**Wire density map**

Scale bar: 50 µm. 23 x 23 tiles, from dark blue (low) to red (high), scaled to the fullest tile. Values are wire area over tile area, all layers added.
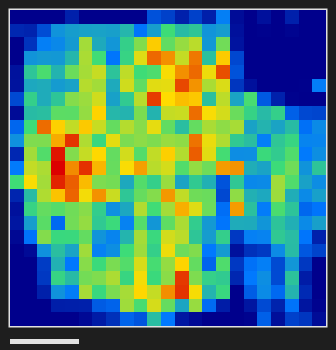
**Metal 3**

Scale bar: 50 µm.
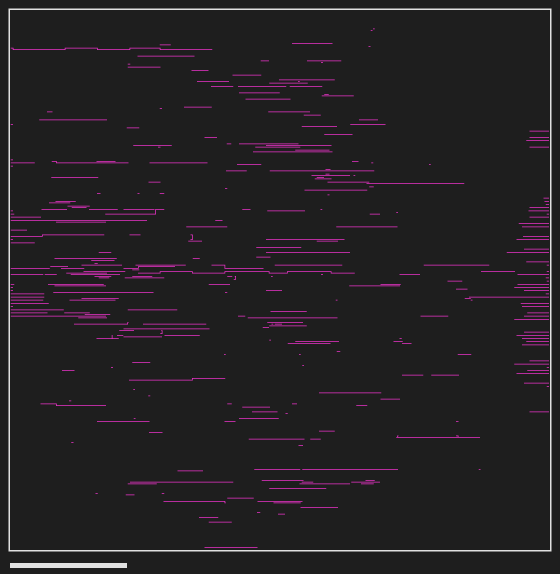
**Met1 routing**

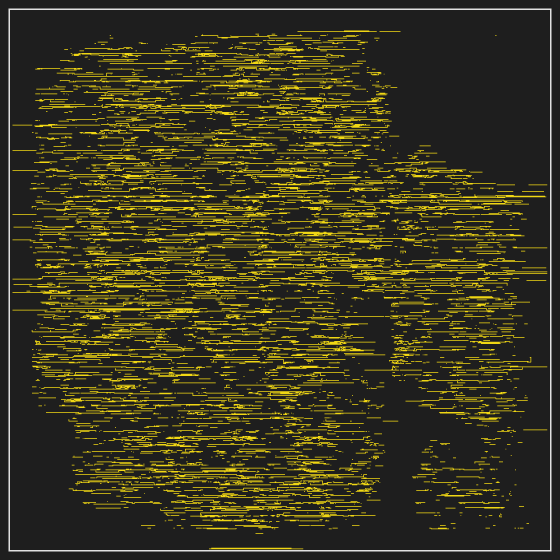
**Placed cells, one color a class**

Fill, decap, tap and diode cells in gray.
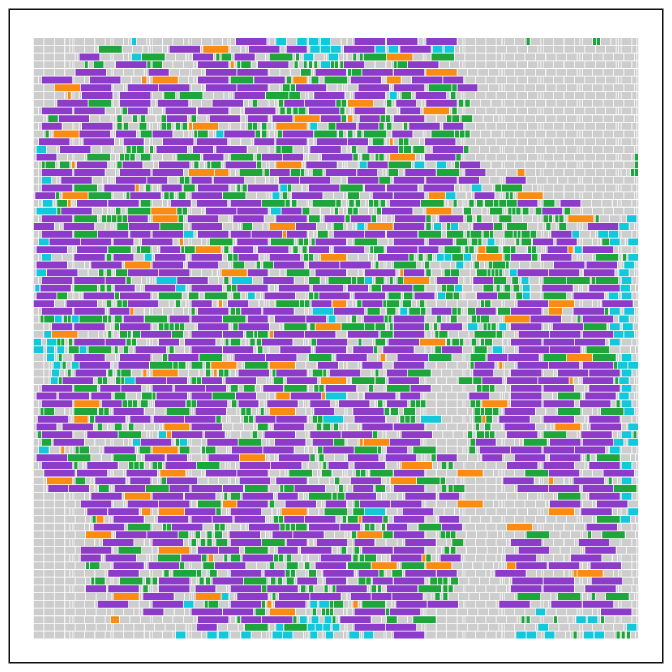
**Clock wiring as the flow saved it**

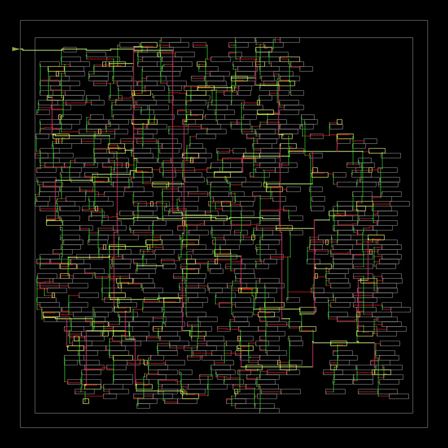
[config.mk]
export PLATFORM = sky130hd
export DESIGN_NAME = copy_cmd_queue
export DESIGN_NICKNAME = d
export VERILOG_FILES = /design/src/rtl/copy_cmd_queue_pkg.sv /design/src/rtl/sync_fifo.sv /design/src/rtl/copy_cmd_queue.sv
export SDC_FILE = /design/constraint.sdc
export NUM_CORES = 1
export LEC_CHECK = 0
export CAP_MARGIN = 20
export CORE_MARGIN = 8
export CORE_UTILIZATION = 55
export DETAILED_ROUTE_END_ITERATION = 12
export PLACE_DENSITY = 0.74
export SYNTH_ARGS = -nofsm -noshare
export SYNTH_HDL_FRONTEND = slang
export SYNTH_HIERARCHICAL = 1
export SYNTH_SLANG_ARGS = --single-unit
[constraint.sdc]
create_clock -name clock -period 4.1 [get_ports clock]
set_input_delay 0.41 -clock clock [delete_from_list [all_inputs] [get_ports clock]]
set_output_delay 0.41 -clock clock [all_outputs]
set_load 0.05 [all_outputs]
[src/rtl/copy_cmd_queue_pkg.sv]
// Shared copier definitions: dispatch FSM states, queued command layout and
// completion record field offsets.
package copy_cmd_queue_pkg;

    typedef enum logic [2:0] {
        IDLE,
        LD_S,
        LD_D,
        LD_L,
        WAIT_START,
        WAIT_DONE,
        CAPTURE
    } copyState_t;

    typedef struct packed {
        logic [30:0] src;
        logic [30:0] dst;
        logic [30:0] len;
    } copyCmd_t;

    localparam int unsigned CMD_WIDTH      = $bits(copyCmd_t);
    localparam int unsigned DONE_REC_WIDTH = 24;
    localparam int unsigned DONE_CKS_LSB   = 0;
    localparam int unsigned DONE_SEQ_LSB   = 16;

endpackage

[src/rtl/sync_fifo.sv]
// Flop-based synchronous FIFO with occupancy count; pushes when full and pops
// when empty are ignored.
module sync_fifo #(
    parameter int unsigned WIDTH = 8,
    parameter int unsigned DEPTH = 4
) (
    input  logic                     clock,
    input  logic                     reset,
    input  logic                     push,
    input  logic [WIDTH-1:0]         wrData,
    input  logic                     pop,
    output logic [WIDTH-1:0]         rdData,
    output logic [$clog2(DEPTH):0]   count,
    output logic                     full,
    output logic                     empty
);

    localparam int unsigned PTR_W = $clog2(DEPTH);
    localparam logic [PTR_W-1:0] PTR_ONE  = PTR_W'(1);
    localparam logic [PTR_W:0]   CNT_ONE  = (PTR_W + 1)'(1);
    localparam logic [PTR_W:0]   CNT_FULL = (PTR_W + 1)'(DEPTH);

    logic [WIDTH-1:0] mem [DEPTH];
    logic [PTR_W-1:0] wrPtr;
    logic [PTR_W-1:0] rdPtr;
    logic             doPush;
    logic             doPop;

    assign full   = (count == CNT_FULL);
    assign empty  = (count == '0);
    assign doPush = push && !full;
    assign doPop  = pop && !empty;
    assign rdData = mem[rdPtr];

    always_ff @(posedge clock) begin
        if (!reset) begin
            wrPtr <= '0;
            rdPtr <= '0;
            count <= '0;
        end else begin
            if (doPush) wrPtr <= wrPtr + PTR_ONE;
            if (doPop)  rdPtr <= rdPtr + PTR_ONE;
            case ({doPush, doPop})
                2'b10:   count <= count + CNT_ONE;
                2'b01:   count <= count - CNT_ONE;
                default: count <= count;
            endcase
        end
    end

    always_ff @(posedge clock) begin
        if (doPush) mem[wrPtr] <= wrData;
    end

endmodule

[src/rtl/copy_cmd_queue.sv]
// Queues {source, destination, length} copy commands from the RISC write queue,
// feeds them to the copier one at a time and collects checksummed completions.
module copy_cmd_queue
    import copy_cmd_queue_pkg::*;
#(
    parameter int unsigned CMD_DEPTH  = 4,
    parameter int unsigned DONE_DEPTH = 4
) (
    input  logic        clock,
    input  logic        reset,
    input  logic [31:0] wq,
    input  logic        cmdWrS,
    input  logic        cmdWrD,
    input  logic        cmdWrL,
    output logic [4:0]  cmdCount,
    output logic        cmdFull,
    output logic        loadS,
    output logic        loadD,
    output logic        loadL,
    output logic [31:0] cpyData,
    input  logic [16:0] chkBusy,
    output logic        doneValid,
    output logic [31:0] doneData,
    input  logic        doneRead,
    output logic        busy,
    output logic        lostCmd
);

    localparam int unsigned CMD_CW  = $clog2(CMD_DEPTH) + 1;
    localparam int unsigned DONE_CW = $clog2(DONE_DEPTH) + 1;

    copyState_t                      state;
    copyState_t                      stateNext;
    logic [30:0]                     stageS;
    logic [30:0]                     stageD;
    copyCmd_t                        pushCmd;
    copyCmd_t                        headCmd;
    copyCmd_t                        curCmd;
    logic [CMD_CW-1:0]               cmdCnt;
    logic                            cmdEmpty;
    logic                            dispatch;
    logic                            capture;
    logic                            startWaited;
    logic [7:0]                      seq;
    logic [DONE_REC_WIDTH-1:0]       doneRec;
    logic [DONE_REC_WIDTH-1:0]       doneHead;
    logic                            doneFull;
    logic                            doneEmpty;
    logic [DONE_CW-1:0]              unusedDoneCount;
    logic                            unusedWq;

    assign unusedWq = wq[31];

    always_ff @(posedge clock) begin
        if (!reset) begin
            stageS  <= '0;
            stageD  <= '0;
            lostCmd <= 1'b0;
        end else begin
            if (cmdWrS) stageS <= wq[30:0];
            if (cmdWrD) stageD <= wq[30:0];
            if (cmdWrL && cmdFull) lostCmd <= 1'b1;
        end
    end

    // The length comes straight from wq so the command is complete on the L strobe.
    assign pushCmd = '{src: stageS, dst: stageD, len: wq[30:0]};

    sync_fifo #(
        .WIDTH (CMD_WIDTH),
        .DEPTH (CMD_DEPTH)
    ) cmdFifo (
        .clock  (clock),
        .reset  (reset),
        .push   (cmdWrL),
        .wrData (pushCmd),
        .pop    (dispatch),
        .rdData (headCmd),
        .count  (cmdCnt),
        .full   (cmdFull),
        .empty  (cmdEmpty)
    );

    assign cmdCount = 5'(cmdCnt);

    always_ff @(posedge clock) begin
        if (!reset) begin
            state       <= IDLE;
            curCmd      <= '0;
            seq         <= '0;
            startWaited <= 1'b0;
        end else begin
            state       <= stateNext;
            startWaited <= (state == WAIT_START);
            if (dispatch) curCmd <= headCmd;
            if (capture)  seq <= seq + 8'd1;
        end
    end

    always_comb begin
        stateNext = state;
        loadS     = 1'b0;
        loadD     = 1'b0;
        loadL     = 1'b0;
        cpyData   = '0;
        dispatch  = 1'b0;
        capture   = 1'b0;
        case (state)
            IDLE: begin
                // Holding back while the completion FIFO is full keeps it from overflowing.
                if (!cmdEmpty && !chkBusy[0] && !doneFull) begin
                    dispatch  = 1'b1;
                    stateNext = LD_S;
                end
            end
            LD_S: begin
                loadS     = 1'b1;
                cpyData   = {1'b0, curCmd.src};
                stateNext = LD_D;
            end
            LD_D: begin
                loadD     = 1'b1;
                cpyData   = {1'b0, curCmd.dst};
                stateNext = LD_L;
            end
            LD_L: begin
                loadL     = 1'b1;
                cpyData   = {1'b0, curCmd.len};
                stateNext = WAIT_START;
            end
            WAIT_START: begin
                if (chkBusy[0])       stateNext = WAIT_DONE;
                else if (startWaited) stateNext = CAPTURE;
            end
            WAIT_DONE: begin
                if (!chkBusy[0]) stateNext = CAPTURE;
            end
            CAPTURE: begin
                capture   = 1'b1;
                stateNext = IDLE;
            end
            default: stateNext = IDLE;
        endcase
        if (!reset) begin
            loadS   = 1'b0;
            loadD   = 1'b0;
            loadL   = 1'b0;
            cpyData = '0;
        end
    end

    always_comb begin
        doneRec = '0;
        doneRec[DONE_SEQ_LSB +: 8]  = seq;
        doneRec[DONE_CKS_LSB +: 16] = ~chkBusy[16:1];
    end

    sync_fifo #(
        .WIDTH (DONE_REC_WIDTH),
        .DEPTH (DONE_DEPTH)
    ) doneFifo (
        .clock  (clock),
        .reset  (reset),
        .push   (capture),
        .wrData (doneRec),
        .pop    (doneRead),
        .rdData (doneHead),
        .count  (unusedDoneCount),
        .full   (doneFull),
        .empty  (doneEmpty)
    );

    assign doneValid = !doneEmpty;

    always_comb begin
        doneData = '0;
        doneData[DONE_REC_WIDTH-1:0] = doneHead;
    end

    assign busy = !cmdEmpty || (state != IDLE);

endmodule

==> impl_metrics.env <==
# physical design summary
export IMPL_status="finished, final reports clean"
export IMPL_fin_skew_ns=0.0232
export IMPL_drt_pass1_iter_count=6
export IMPL_rr_startpoint="state[1]"
export IMPL_r2r_cells=11
export IMPL_finalNonFillerCells=2320
export IMPL_grtUsageMet2_pct=33.9
export IMPL_synthTopCellsByArea="edfxtp_1 56%, dfxtp_1 15%, mux4_2 10%"
export IMPL_wl_met1_um=21100
export IMPL_drv_slew=0
export IMPL_hold_violations=0
export IMPL_yosysTopAreaCell="edfxtp_1"
export IMPL_logic_area_um2=6620
export IMPL_nNonClkInverters=31
export IMPL_initCoreUtil_pct=55.7
export IMPL_met3WireLength_um=3490
export IMPL_top_area_share_pct=55.8
export IMPL_grt_first_pass_wirelength_um=82200
export IMPL_die_y_um=230
export IMPL_dp_hpwl_um=29000
export IMPL_antenna_found_initial=4
export IMPL_power_per_cell_area_nw_per_um2=539
export IMPL_cts_buffer_depth=3
export IMPL_layout_nonclk_buf_share_pct=5.29
export IMPL_path_cells="buf_4 > mux2_2 > a22oi_1 > nor2_1 > clkdlybuf4s50_1"
export IMPL_cts_setup_buffers=0
export IMPL_grt_busiest_layer="met2"
export IMPL_grtUsageTotal_pct=19.8
export IMPL_portBuffers=118
export IMPL_power_w=0.0155
export IMPL_cp_slowest_cell="clkdlybuf4s50_1"
export IMPL_cts_root_buf="clkbuf_16"
export IMPL_yosysSeqAreaShare_pct=70.5
## Picture notes: 'wire density map'
tiles over half the peak	39%
mean over tiles	0.16
fullest tile	0.41
emptiest ninth of the die	north-east
nearly empty tiles	14%
Routed Wire Length: 52600 µm
WL per Instance: 22.7 µm

## Picture notes: 'metal 3'
nets with wire on the layer	159
share of all routed wire	6.6%
longest straight run	57.7 µm
main direction	horizontal
via count: 13939
routing usage on met3: 3.67%

## Picture notes: 'met1 routing'
wire length on this layer	21.1 mm
longest straight run	60.7 µm
GR Util met1: 25.0%

## Picture notes: 'placed cells, one color a class'
color	class	cells
cyan	remaining buffers and delay cells	159
orange	clock drivers and dummy loads	114
green	remaining logic cells	791
purple	registers	654
core region area: 45300 µm²
FP Rows: 78
Seq area share: 61.8%
Core Util, Final: 63.6%
fin area: 28800 µm²

## Picture notes: 'clock wiring as the flow saved it'
P_clk: 0.00550 W
registers: 654
CTS Buf Count: 60

[flip-flops by register name, indices dropped and copies added, names as in the netlist, named ones only]
name / flops
cmdFifo/mem: 372
doneFifo/mem: 96
curCmd: 93
stageD: 31
stageS: 31
seq: 8
cmdFifo/count: 3
doneFifo/count: 3
state: 3
cmdFifo/rdPtr: 2
cmdFifo/wrPtr: 2
doneFifo/rdPtr: 2
doneFifo/wrPtr: 2
lostCmd: 1
startWaited: 1
[placed cells by master (no fill, tap or decap), drive strengths merged, types with 11 or more instances in the layout]
cell / count
clkinv: 25
inv: 32
nand2: 22
o21ai: 107
mux2i: 66
nor2: 100
ha: 11
and2: 12
mux4: 117
conb: 11
clkbuf: 81
mux2: 31
edfxtp: 468
a22oi: 31
a21oi: 101
clkdlybuf4s50: 94
dfxtp: 186
buf: 65
nand3: 94
[through the flow]
step | cell area, µm² | hold WS, ns | util, %
2_1_floorplan | 25200 | 0.450 | -
3_3_place_gp | 26800 | 0.457 | 59.2
3_5_place_dp | 26800 | 0.466 | 59.2
4_1_cts | 28800 | 0.378 | 63.6
5_1_grt | 28800 | 0.415 | 63.6
6_report | 28800 | 0.408 | 63.6
[worst min-delay path by stage]
stage,start,to,slack [ns],depth (start not counted)
3_5_place_dp,curCmd[4],curCmd[4],0.47,2
4_1_cts,chkBusy[12],doneFifo/mem[3][11],0.38,2
6_report,chkBusy[6],doneFifo/mem[1][5],0.41,2
5_1_grt,chkBusy[6],doneFifo/mem[0][5],0.41,2
3_3_place_gp,curCmd[7],curCmd[7],0.46,2
2_1_floorplan,curCmd[10],curCmd[10],0.45,2
[power by group]
group	leakage (nW)	internal (W)	total, W	switching (W)
clock network	0.967	0.00316	0.00550	0.00234
registers	5.87	0.00759	0.00788	0.000283
logic	2.74	0.000820	0.00212	0.00130
Power figures rest on the tool's default switching activity, not on a simulated workload.
